<file path="config.mk">
export PLATFORM = sky130hd
export DESIGN_NAME = vital_risk_encoder
export DESIGN_NICKNAME = d
export VERILOG_FILES = /design/src/rtl/vital_risk_encoder.sv
export SDC_FILE = /design/constraint.sdc
export NUM_CORES = 1
export LEC_CHECK = 0
export ABC_AREA = 0
export ABC_CLOCK_PERIOD_IN_PS = 1500
export CAP_MARGIN = 20
export CORE_UTILIZATION = 46
export CTS_BUF_LIST = sky130_fd_sc_hd__clkbuf_4
export CTS_CLUSTER_DIAMETER = 120
export DETAILED_ROUTE_END_ITERATION = 8
export PLACE_DENSITY = 0.8
export REMOVE_ABC_BUFFERS = 1
export SETUP_SLACK_MARGIN = 0.02
export SYNTH_ARGS = -nofsm -noshare
export SYNTH_HDL_FRONTEND = slang
export SYNTH_SLANG_ARGS = --single-unit
</file>
<file path="constraint.sdc">
create_clock -name clk -period 1.5 [get_ports clk]
set_input_delay 0.225 -clock clk [delete_from_list [all_inputs] [get_ports clk]]
set_output_delay 0.225 -clock clk [all_outputs]
set_load 0.01 [all_outputs]
</file>
<file path="src/rtl/vital_risk_encoder.sv">
// vital_risk_encoder
// Sensor-side producer of the six risk flags (H,P,O,T,R,B) that drive fsm_vital_sign.
// Time-multiplexed raw samples arrive over a valid/ready channel. Each sample is
// window-checked against its channel's limits. A persistence filter then toggles that
// channel's registered risk flag only after PERSIST consecutive disagreeing samples.
//
// Ports:
//   clk, reset           system clock, synchronous active-high reset
//   s_valid/s_ready      sample handshake (s_ready = ~reset, no other backpressure)
//   s_chan, s_data       channel index (0..5 legal, 6/7 illegal) and raw unsigned sample
//   H,P,O,T,R,B          level risk flags, 1 = risk
//   err_chan             1-cycle pulse when an illegal channel sample is accepted
//   scan_done            1-cycle pulse when a channel-5 sample is accepted
//
// Optional feature: define RISK_STALE_EN to force a channel's flag to risk after
// STALE_CYC cycles without a sample on that channel.
module vital_risk_encoder #(
    parameter int unsigned         DW        = 12,
    parameter int unsigned         PERSIST   = 3,
    parameter logic [6*DW-1:0]     LO_LIMITS = '0,
    parameter logic [6*DW-1:0]     HI_LIMITS = '1,
    parameter int unsigned         STALE_CYC = 1000
) (
    input  logic          clk,
    input  logic          reset,
    input  logic          s_valid,
    output logic          s_ready,
    input  logic [2:0]    s_chan,
    input  logic [DW-1:0] s_data,
    output logic          H,
    output logic          P,
    output logic          O,
    output logic          T,
    output logic          R,
    output logic          B,
    output logic          err_chan,
    output logic          scan_done
);

    localparam int unsigned CW = $clog2(PERSIST + 1);
    localparam logic [CW-1:0] DisLast = CW'(PERSIST - 1);

    logic          accept;
    logic [5:0]    hit;
    logic [5:0]    oor;
    logic [5:0]    flag_q, flag_d;
    logic [CW-1:0] dis_q [6];
    logic [CW-1:0] dis_d [6];
    logic          err_q, done_q;

    assign s_ready = ~reset;
    assign accept  = s_valid & s_ready;

    // Per-channel window test; only the addressed channel's result is used.
    always_comb begin
        hit = '0;
        oor = '0;
        for (int c = 0; c < 6; c++) begin
            hit[c] = accept && (s_chan == 3'(c));
            oor[c] = (s_data < LO_LIMITS[c*DW +: DW]) | (s_data > HI_LIMITS[c*DW +: DW]);
        end
    end

`ifdef RISK_STALE_EN
    localparam int unsigned SW = $clog2(STALE_CYC + 1);
    localparam logic [SW-1:0] StaleMax = SW'(STALE_CYC);

    logic [SW-1:0] stale_q [6];
    logic [SW-1:0] stale_d [6];
`endif

    always_comb begin
        flag_d = flag_q;
        for (int c = 0; c < 6; c++) begin
            dis_d[c] = dis_q[c];
            if (hit[c]) begin
                if (oor[c] == flag_q[c]) begin
                    dis_d[c] = '0;
                end else if (dis_q[c] == DisLast) begin
                    flag_d[c] = ~flag_q[c];
                    dis_d[c]  = '0;
                end else begin
                    dis_d[c] = dis_q[c] + 1'b1;
                end
            end
`ifdef RISK_STALE_EN
            // A sample on the channel wins over the stale force in the same cycle.
            stale_d[c] = stale_q[c];
            if (hit[c]) begin
                stale_d[c] = '0;
            end else if (stale_q[c] != StaleMax) begin
                stale_d[c] = stale_q[c] + 1'b1;
                if (stale_d[c] == StaleMax) begin
                    flag_d[c] = 1'b1;
                    dis_d[c]  = '0;
                end
            end
`endif
        end
    end

    always_ff @(posedge clk) begin
        if (reset) begin
            flag_q <= '0;
            err_q  <= 1'b0;
            done_q <= 1'b0;
            for (int c = 0; c < 6; c++) begin
                dis_q[c] <= '0;
`ifdef RISK_STALE_EN
                stale_q[c] <= '0;
`endif
            end
        end else begin
            flag_q <= flag_d;
            err_q  <= accept & (s_chan > 3'd5);
            done_q <= accept & (s_chan == 3'd5);
            for (int c = 0; c < 6; c++) begin
                dis_q[c] <= dis_d[c];
`ifdef RISK_STALE_EN
                stale_q[c] <= stale_d[c];
`endif
            end
        end
    end

    assign H         = flag_q[0];
    assign P         = flag_q[1];
    assign O         = flag_q[2];
    assign T         = flag_q[3];
    assign R         = flag_q[4];
    assign B         = flag_q[5];
    assign err_chan  = err_q;
    assign scan_done = done_q;

endmodule

</file>
==> results.py <==
# Physical implementation metrics
metrics = {
    "cells_and_area": {
        "ff_latch_area_sq_um": 402,
        "postLayoutCellArea_sq_mm": 0.00116,
        "layout.cells.most_common": "dfxtp_1",
        "comb_area_frac": 0.351,
    },
    "logic_synthesis": {
        "ys_warn_count": 0,
        "netlist_area_sq_um": 842,
        "synth_seq_share": 0.475,
        "ys_sh_adder": 0,
        "synth-area-yosys_sq_um": 842,
        "synth.avg_cell_area_sq_um": 9.05,
    },
    "grt": {
        "grtUsageMet1": 0.228,
        "grt_start_max_net_pins": 13,
    },
    "placed_design": {
        "place_inst": 143,
    },
    "cts": {
        "clk_pin_slew_ns": 0.11,
        "postCtsSetupRepairBufs": 0,
    },
    "sta": {
        "final_hold_viol_count": 0,
    },
    "power": {
        "swShare": 0.190,
        "p_sw_mw": 0.199,
    },
    "die": {
        "num_io_pins": 27,
    },
    "setup_path": {
        "r2r_slack_ns": 0.35,
        "r2r-end": "dis_q[3][1]$_SDFFE_PP0N_",
        "cpMaxStageDelayCell": "clkdlybuf4s50_1",
        "cp-endpoint": "P",
    },
    "status": {
        "status": "complete, no violations",
    },
    "route": {
        "drt-met1-wl_microns": 770,
        "via_per_inst": 5.20,
    },
}
**Routed metal, one colour a layer**

Only two layers are drawn.
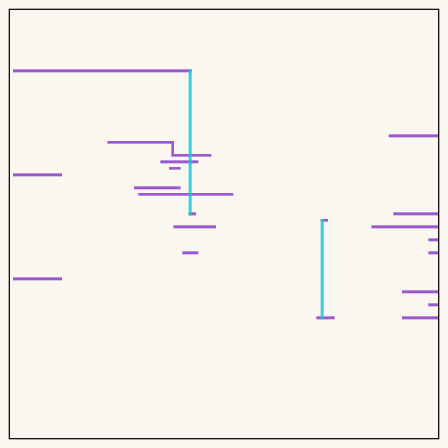
| layer | colour | wire length |
|---|---|---|
| M3 | purple | 91.1 microns |
| M4 | cyan | 25.2 microns |
Vias: 764
Total Routing Usage GR: 0.181
WL per Instance: 11.3 microns
DRT Wirelength: 1650 microns

**Clock wiring as the flow saved it**

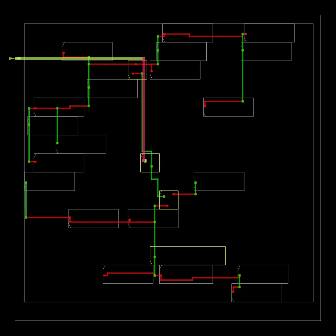
TritonCTS buffer count: 3
flop count: 20

Power is estimated from default activity; no workload was simulated.
